--- src/rtl/chunked_adder_if.sv ---
// chunked_adder_if: start/busy/done handshake, operands and registered result of chunked_adder.
// With CHUNKED_ADDER_OVF_EN defined the bundle also carries the signed overflow flag ovf.
interface chunked_adder_if #(parameter int WIDTH = 8) ();
  logic start, cin, busy, done, cout;
  logic [WIDTH-1:0] a, b, sum;
`ifdef CHUNKED_ADDER_OVF_EN
  logic ovf;
  modport master (output start, a, b, cin, input busy, done, sum, cout, ovf);
  modport slave (input start, a, b, cin, output busy, done, sum, cout, ovf);
`else
  modport master (output start, a, b, cin, input busy, done, sum, cout);
  modport slave (input start, a, b, cin, output busy, done, sum, cout);
`endif
endinterface

--- src/rtl/chunked_adder.sv ---
// chunked_adder: multi-cycle ripple adder, CHUNK bits per clock, carry held in a register between chunks.
// Optional macro CHUNKED_ADDER_OVF_EN adds a registered signed-overflow flag (bus.ovf).
module chunked_adder #(
  parameter int WIDTH = 8,
  parameter int CHUNK = 4
) (
  input logic clk,
  input logic rst_n,
  chunked_adder_if.slave bus
);
  localparam int NCHUNK = WIDTH / CHUNK;
  localparam int IW = NCHUNK > 1 ? $clog2(NCHUNK) : 1;
  localparam logic [IW-1:0] LAST = IW'(NCHUNK - 1);
  typedef enum logic [1:0] {IDLE, RUN, DONE} state_t;
  state_t state;
  logic [WIDTH-1:0] a_r, b_r, acc, acc_next;
  logic [IW-1:0] idx;
  logic carry;
  logic [CHUNK:0] csum;
  always_comb begin
    csum = {1'b0, a_r[idx*CHUNK +: CHUNK]} + {1'b0, b_r[idx*CHUNK +: CHUNK]} + (CHUNK+1)'(carry);
    acc_next = acc;
    acc_next[idx*CHUNK +: CHUNK] = csum[CHUNK-1:0];
  end
  always_ff @(posedge clk)
    if (!rst_n) begin
      state <= IDLE;
      bus.busy <= 1'b0;
      bus.done <= 1'b0;
      bus.sum <= '0;
      bus.cout <= 1'b0;
`ifdef CHUNKED_ADDER_OVF_EN
      bus.ovf <= 1'b0;
`endif
      a_r <= '0;
      b_r <= '0;
      acc <= '0;
      idx <= '0;
      carry <= 1'b0;
    end else
      case (state)
        RUN: begin
          acc <= acc_next;
          carry <= csum[CHUNK];
          if (idx == LAST) begin
            bus.sum <= acc_next;
            bus.cout <= csum[CHUNK];
`ifdef CHUNKED_ADDER_OVF_EN
            bus.ovf <= (a_r[WIDTH-1] == b_r[WIDTH-1]) && (acc_next[WIDTH-1] != a_r[WIDTH-1]);
`endif
            bus.done <= 1'b1;
            bus.busy <= 1'b0;
            state <= DONE;
          end else
            idx <= idx + 1'b1;
        end
        default: begin
          // DONE accepts a new start exactly like IDLE, giving back-to-back operation
          bus.done <= 1'b0;
          if (bus.start) begin
            a_r <= bus.a;
            b_r <= bus.b;
            carry <= bus.cin;
            idx <= '0;
            bus.busy <= 1'b1;
            state <= RUN;
          end else
            state <= IDLE;
        end
      endcase
endmodule
--- src/flat_wrapper.sv ---
// flat-port wrapper written by rule: the top's interface ports become plain ports
module chunked_adder_flat 
#(
  parameter int WIDTH = 8,
  parameter int CHUNK = 4
)
  (clk, rst_n, bus_start, bus_a, bus_b, bus_cin, bus_busy, bus_done, bus_sum, bus_cout);
  chunked_adder_if #(.WIDTH(WIDTH)) bus_i ();
  input logic clk;
  input logic rst_n;
  input wire logic [$bits(bus_i.start)-1:0] bus_start;
  input wire logic [$bits(bus_i.a)-1:0] bus_a;
  input wire logic [$bits(bus_i.b)-1:0] bus_b;
  input wire logic [$bits(bus_i.cin)-1:0] bus_cin;
  output wire logic [$bits(bus_i.busy)-1:0] bus_busy;
  output wire logic [$bits(bus_i.done)-1:0] bus_done;
  output wire logic [$bits(bus_i.sum)-1:0] bus_sum;
  output wire logic [$bits(bus_i.cout)-1:0] bus_cout;
  assign bus_i.start = bus_start;
  assign bus_i.a = bus_a;
  assign bus_i.b = bus_b;
  assign bus_i.cin = bus_cin;
  assign bus_busy = bus_i.busy;
  assign bus_done = bus_i.done;
  assign bus_sum = bus_i.sum;
  assign bus_cout = bus_i.cout;
  chunked_adder #(.WIDTH(WIDTH), .CHUNK(CHUNK)) u_core (.clk(clk), .rst_n(rst_n), .bus(bus_i));
endmodule
--- config.mk ---
export PLATFORM = sky130hd
export DESIGN_NAME = chunked_adder_flat
export DESIGN_NICKNAME = d
export VERILOG_FILES = /design/src/rtl/chunked_adder_if.sv /design/src/rtl/chunked_adder.sv /design/src/flat_wrapper.sv
export SDC_FILE = /design/constraint.sdc
export NUM_CORES = 1
export LEC_CHECK = 0
export ABC_AREA = 1
export CORE_ASPECT_RATIO = 0.75
export CORE_MARGIN = 2
export CORE_UTILIZATION = 45
export CTS_CLUSTER_DIAMETER = 200
export DETAILED_ROUTE_END_ITERATION = 8
export PLACE_DENSITY_LB_ADDON = 0.2
export SLEW_MARGIN = 20
export SYNTH_ARGS = -nofsm -noshare
export SYNTH_HDL_FRONTEND = slang
export SYNTH_SLANG_ARGS = --single-unit
--- constraint.sdc ---
create_clock -name clk -period 1.6 [get_ports clk]
set_input_delay 0.24 -clock clk [delete_from_list [all_inputs] [get_ports clk]]
set_output_delay 0.24 -clock clk [all_outputs]
set_load 0.01 [all_outputs]
==> run_1/gate_families.png <==
Scale: 6 px per um.
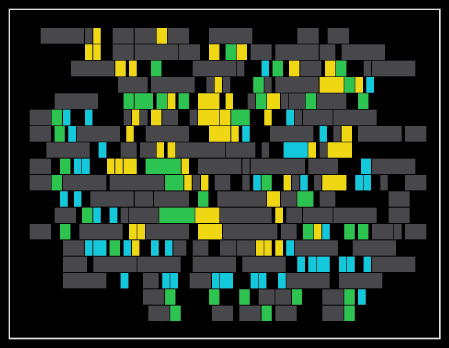
legend:
  yellow:
    family: NAND gates
    cells: 49
  cyan:
    family: NOR gates
    cells: 43
  green:
    family: inverting AOI/OAI gates
    cells: 38
    where: all over the die

==> run_1/zoom.png <==
Window x 21 to 51, y 23 to 53 um. Cells in gray, sequential cells in the stronger gray; small squares are vias.
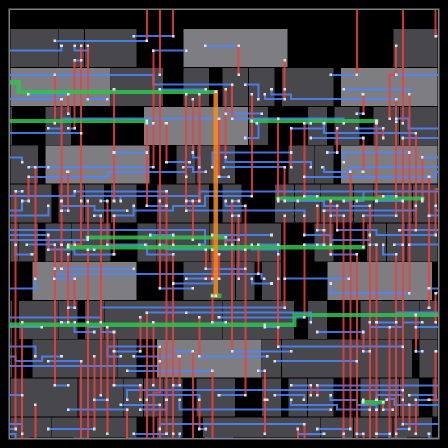
legend:
  blue:
    layer: met1
  green:
    layer: met3
  red:
    layer: met2
  orange:
    layer: met4
sequential cells in the window: 9
netlist names of flops here include: u_core.bus.sum (4), u_core.acc (2)
cells with their middle in the window: 85
most frequent: nand2_1 (12), inv_1 (10), dfxtp_1 (9)

==> impl_metrics.py, run 1 <==
# Generated from Yosys and OpenROAD reports
metrics = {
    "timing": {
        "slew_viol_final": 0,
        "fmaxAchievable_ghz": 0.579,
        "setup_viol": 6,
        "setup_ws_ps": -128,
        "max-slew-margin-rel_pct": 75.3,
        "fin_setup_tns_ps": -389,
        "min_period_ps": 1730,
    },
    "synth": {
        "synth_area_per_cell_um2": 7.54,
        "ys_seq_elements": 35,
        "ys_cells": 204,
        "ys_seq_share_pct": 45.6,
        "yosysWarnings": 0,
        "ys_types": 23,
        "syn-instance-count": 204,
    },
    "setup_path": {
        "startpoint_type": "register",
        "worst_setup_path_end_kind": "register",
        "crit_type": "reg2reg",
        "slowest_delay_ps": 570,
        "path_cells": "inv_6 -> nand2_2 -> nand2_2 -> fa_2 -> inv_2 -> fa_2 -> nand2_1 -> o21ai_1 -> nor2_1",
    },
    "run_status": {
        "outcome": "finished with violations",
        "failed_checks": "setup timing",
    },
    "layout": {
        "nFillCells": 281,
        "syn2layout_area_growth_pct": 42.1,
        "regArea_um2": 704,
        "most-common-layout-cells": "nor2_1, dfxtp_1, clkdlybuf4s50_1",
        "fin_cells": 290,
        "utilization_pct": 66.4,
    },
    "detailed_routing": {
        "drt-initial-drc-count": 70,
        "drc_errors": 0,
        "wire_per_inst_um": 12.1,
    },
    "floorplanning": {
        "initCoreUtil_pct": 46.8,
        "dieHeight_um": 54.6,
        "die_x_um": 71.5,
        "boundaryPins": 31,
    },
    "grt": {
        "grt_pass1_wl_um": 5520,
        "overflow": 0,
        "grt_pass1_vias": 1190,
    },
    "clock_network": {
        "cts_max_level": 2,
        "cts_made_buffers": 5,
        "clock_latency_ps": 280,
        "cts_tree": "done",
    },
    "placement": {
        "pre_cts_ws_ps": -193,
        "gp_congestion": 0.858,
        "port_buffers": 30,
    },
    "pwr": {
        "switching_share_pct": 27.8,
        "power_frac_clock_pct": 32.3,
        "power_frac_comb_pct": 22.6,
    },
    "run": {
        "cap_violations": 0,
        "warning_count": 29,
    },
}
==> run_1/final_congestion.png <==
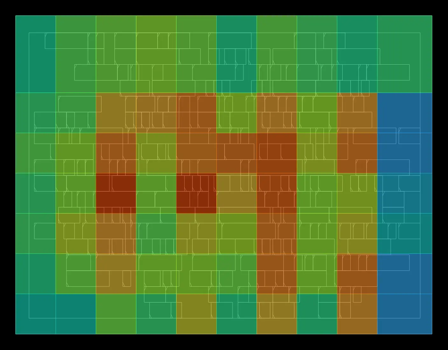
met1 GRT Util: 27.1%
gr usage total: 18.9%

==> run_1/met1.png <==
Scale: 4 px per um. Supply wires on this layer in gray.
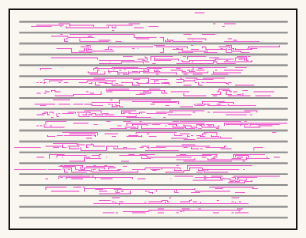
share of all routed wire: 51%
longest straight run: 38.6 um
wire length on this layer: 1780 um
main direction: horizontal

-- run 1: area by class of cell --
type	instances	area share [%]
repair buffers	45	18.9
flip-flops and latches	35	32.2
multi-input cells	138	37.3
inverters	24	4.70
well taps	40	2.29
clock buffers	8	4.58
-- run 1: flip-flops by register name, summed over array words and instances, names as in the netlist --
signal           flops
u_core.acc           4
u_core.carry         1
u_core.bus.sum       8
u_core.b_r           8
u_core.bus.done      1
u_core.bus.cout      1
u_core.state         2
u_core.a_r           8
u_core.bus.busy      1
u_core.idx           1
-- run 1: routing by layer --
metal	vias to the layer above	global-route usage [%]	wire length, um
li1	737	-	-
met1	619	27.1	1780
met4	0	6.60	36
met5	-	0	0
met2	33	26.9	1510
met3	5	5.71	192
-- run 1: synth_stat cells, drive strengths merged --
| cell | number |
|---|---|
| buf | 5 |
| nor3 | 1 |
| nand2 | 37 |
| o31ai | 1 |
| nor2 | 42 |
| xor2 | 1 |
| dfxtp | 35 |
| o21ai | 30 |
| inv | 24 |
| a21oi | 7 |
| or2 | 2 |
| nand3 | 12 |
| ha | 3 |
| clkbuf | 2 |
| fa | 2 |
-- run 1: timing repair --
action / in CTS / in global routing
setup buffers: 4 / 2
pin swaps: 5 / 10
resized: 15 / 16
endpoints found under the setup margin: 8 / 8
endpoints found under the hold margin: 0 / 0
-- run 1: metrics by stage --
stage	hold slack, ps	cell area (um^2)	total power [uW]
after floorplan	338	1550	1230
after global placement	434	1910	1370
after detailed placement	453	1910	1370
after CTS	462	2080	2100
after global routing	473	2180	2270
final	460	2180	2160
-- run 1: power groups by stage --
stage                     registers [uW]  clock network [uW]  logic [uW]
final                                974                 699         490
after global routing                 981                 750         544
after CTS                            971                 707         425
after detailed placement             988                   0         383
after global placement               987                   0         378
after floorplan                      982                   0         252
-- run 1: worst min-delay path: cells and delay by family (launching register included) --
kind	cells	cell delay [ps]
buffers and inverters	1	60
AND-OR/OR-AND	1	60
flip-flops	1	300
-- run 1: cells by family after synthesis --
logic type	synth area share (%)
adder cells (fa/ha/maj)	5.05
XOR/XNOR	0.570
AND/OR/NAND/NOR	26.8
buffers and inverters	9.52
AND-OR/OR-AND	12.5
flip-flops	45.6
-- run 1: final timing paths --
path                         to  slack (ps)  cells past startpoint     startpoint
setup reg to reg  u_core.acc[1]        -130                      9     u_core.idx
hold / removal    u_core.a_r[3]         460                      2  u_core.a_r[3]
setup / recovery  u_core.acc[1]        -130                      9     u_core.idx
hold reg to reg   u_core.a_r[3]         460                      2  u_core.a_r[3]
==> run_1/metal_stack.png <==
Scale: 4 px per um. Only two layers are drawn.
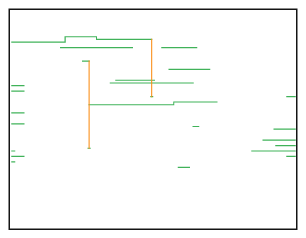

==> run 2: changes to the inputs <==
--- a/config.mk
+++ b/config.mk
@@ -6,6 +6,7 @@
 export NUM_CORES = 1
 export LEC_CHECK = 0
 export ABC_AREA = 1
+export CAP_MARGIN = 20
 export CORE_ASPECT_RATIO = 0.75
 export CORE_MARGIN = 2
 export CORE_UTILIZATION = 45
==> constraint.sdc (replaced) <==
create_clock -name clk -period 2 [get_ports clk]
set_input_delay 0.3 -clock clk [delete_from_list [all_inputs] [get_ports clk]]
set_output_delay 0.3 -clock clk [all_outputs]
set_load 0.01 [all_outputs]
==> run_2/metal_stack.png <==
Scale: 4 px per um. Only two layers are drawn.
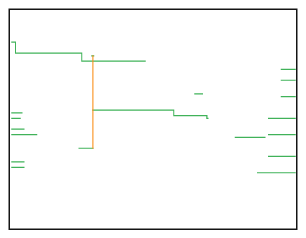
legend:
  green:
    layer: met3
    wire_length: 141 um
  orange:
    layer: met4
    wire_length: 23.1 um

==> run_2/gate_families.png <==
Scale: 6 px per um.
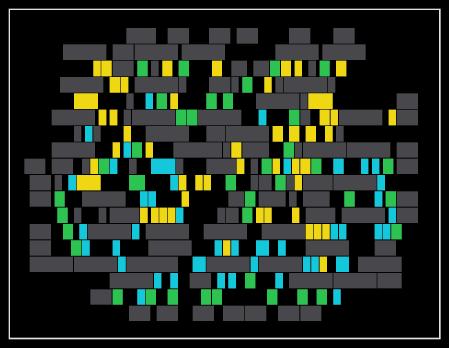
legend:
  green:
    family: inverting AOI/OAI gates
    cells: 38
  cyan:
    family: NOR gates
    cells: 43
  yellow:
    family: NAND gates
    cells: 49

==> run_2/met1.png <==
Scale: 4 px per um. Supply wires on this layer in gray.
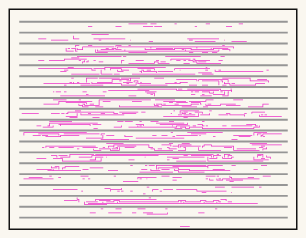
wire length on this layer: 1640 um
main direction: horizontal
longest straight run: 42.3 um

==> run 2 against run 1 <==
Compared with the run above:
- the flow now finishes without violations
- first-iteration DRC count down 5.7%
- routed wire length fell by 12%
- core utilization shrank 7.2 points
- register-to-register slack better by 280 ps
- flip-flop count unchanged
- count of clock-buffer cells in the layout shrank 1
- sequential power decreased by about 20%
- largest cell class is now registers
==> impl_metrics.py, run 2 <==
# Generated from Yosys and OpenROAD reports
metrics = {
    "detailed_routing": {
        "drc_errors": 0,
    },
    "synth": {
        "enable_flop_cells": 0,
        "syn-instance-count": 204,
        "ys_cells": 204,
        "ys_seq_elements": 35,
        "synth_area_per_cell_um2": 7.54,
        "ys_types": 23,
        "ys_seq_share_pct": 45.6,
        "synth-main-ff-cell": "dfxtp_1",
        "top_cell": "nor2_1",
        "common_cells": "nor2_1, dfxtp_1, nand2_1",
    },
    "setup_path": {
        "path_cells": "inv_2 -> nand2_1 -> nand2_1 -> fa_2 -> inv_1 -> fa_1 -> nand2_1 -> o21ai_0 -> nor2_1",
        "slowest_delay_ps": 430,
        "crit_type": "reg2reg",
    },
    "timing": {
        "fmaxAchievable_ghz": 0.542,
        "slew_viol_final": 0,
        "setup_ws_ps": 153,
        "min_period_ps": 1850,
        "setup_viol": 0,
    },
    "placement": {
        "port_buffers": 30,
        "gp_congestion": 0.794,
    },
    "grt": {
        "grt_usage_pct": 18.6,
        "grt_pass1_wl_um": 5450,
        "grt_pass1_vias": 1224,
    },
    "layout": {
        "nFillCells": 317,
        "syn2layout_area_growth_pct": 26.8,
        "utilization_pct": 59.3,
        "most-common-layout-cells": "nor2_1, nand2_1, dfxtp_1",
    },
    "run_status": {
        "outcome": "completed",
    },
    "pwr": {
        "switching_share_pct": 27.4,
    },
    "clock_network": {
        "clock_latency_ps": 280,
        "post_cts_buffers": 0,
        "cts_resized": 1,
        "cts_tree": "done",
    },
    "floorplanning": {
        "die_x_um": 71.5,
        "boundaryPins": 31,
    },
}
-- run 2: cell types whose count changed in the layout (fill, tap and decap cells not counted), sizes merged --
cell	change
buf	-12
clkinv	+1
clkbuf	-1
-- run 2: critical path: cells and delay by family, from the launching register on --
| kind | cells | cell delay (ps) |
|---|---|---|
| buffers and inverters | 2 | 180 |
| DFF | 1 | 380 |
| adders and majority gates | 2 | 810 |
| AOI/OAI and AO/OA | 1 | 90 |
| and+or+nand+nor | 4 | 330 |
-- run 2: area by class of cell --
cell class,count,area share (%)
inverters,24,5.01
well taps,40,2.57
repair buffers,33,16.6
multi-input cells,138,35.6
clock inverters,1,0.257
clock buffers,7,3.92
flip-flops and latches,35,36.1
-- run 2: logic make-up after synthesis --
family	after synthesis	synth area share (%)
AOI/OAI and AO/OA	38	12.5
xor gates and xnor gates	1	0.570
adders and majority gates	5	5.05
buffers and inverters	31	9.52
DFF	35	45.6
and+or+nand+nor	94	26.8
-- run 2: through the flow --
stage	hold WS [ps]	total power [uW]	instances	instance area, um^2
floorplan	406	982	204	1540
global placement	452	1070	270	1860
detailed placement	454	1080	270	1860
CTS	467	1550	278	1940
global route	491	1630	278	1950
finish	467	1540	278	1950
-- run 2: routing by layer --
| metal | global-route usage [%] | vias up | share of wire [%] |
|---|---|---|---|
| met5 | 0 | - | 0 |
| met4 | 7.55 | 0 | 0.74 |
| met3 | 5.16 | 3 | 4.5 |
| met2 | 28.2 | 22 | 42 |
| met1 | 25.1 | 605 | 53 |
| li1 | - | 709 | - |
-- run 2: power by group through the flow --
stage                     combinational [uW]  sequential (uW)  clock [uW]
final                                    289              776         476
after floorplan                          198              785           0
after CTS                                288              776         486
after detailed placement                 285              790           0
after global placement                   280              791           0
after global routing                     333              781         520
-- run 2: path summary, 6_finish.rpt --
| kind | from | end | slack (ps) |
|---|---|---|---|
| setup / recovery | u_core.idx | u_core.acc[1] | 150 |
| hold / removal | u_core.acc[2] | u_core.bus.sum[2] | 470 |
| setup reg to reg | u_core.idx | u_core.acc[1] | 150 |
| hold reg to reg | u_core.acc[2] | u_core.bus.sum[2] | 470 |
Power and IR drop assume default switching activity.
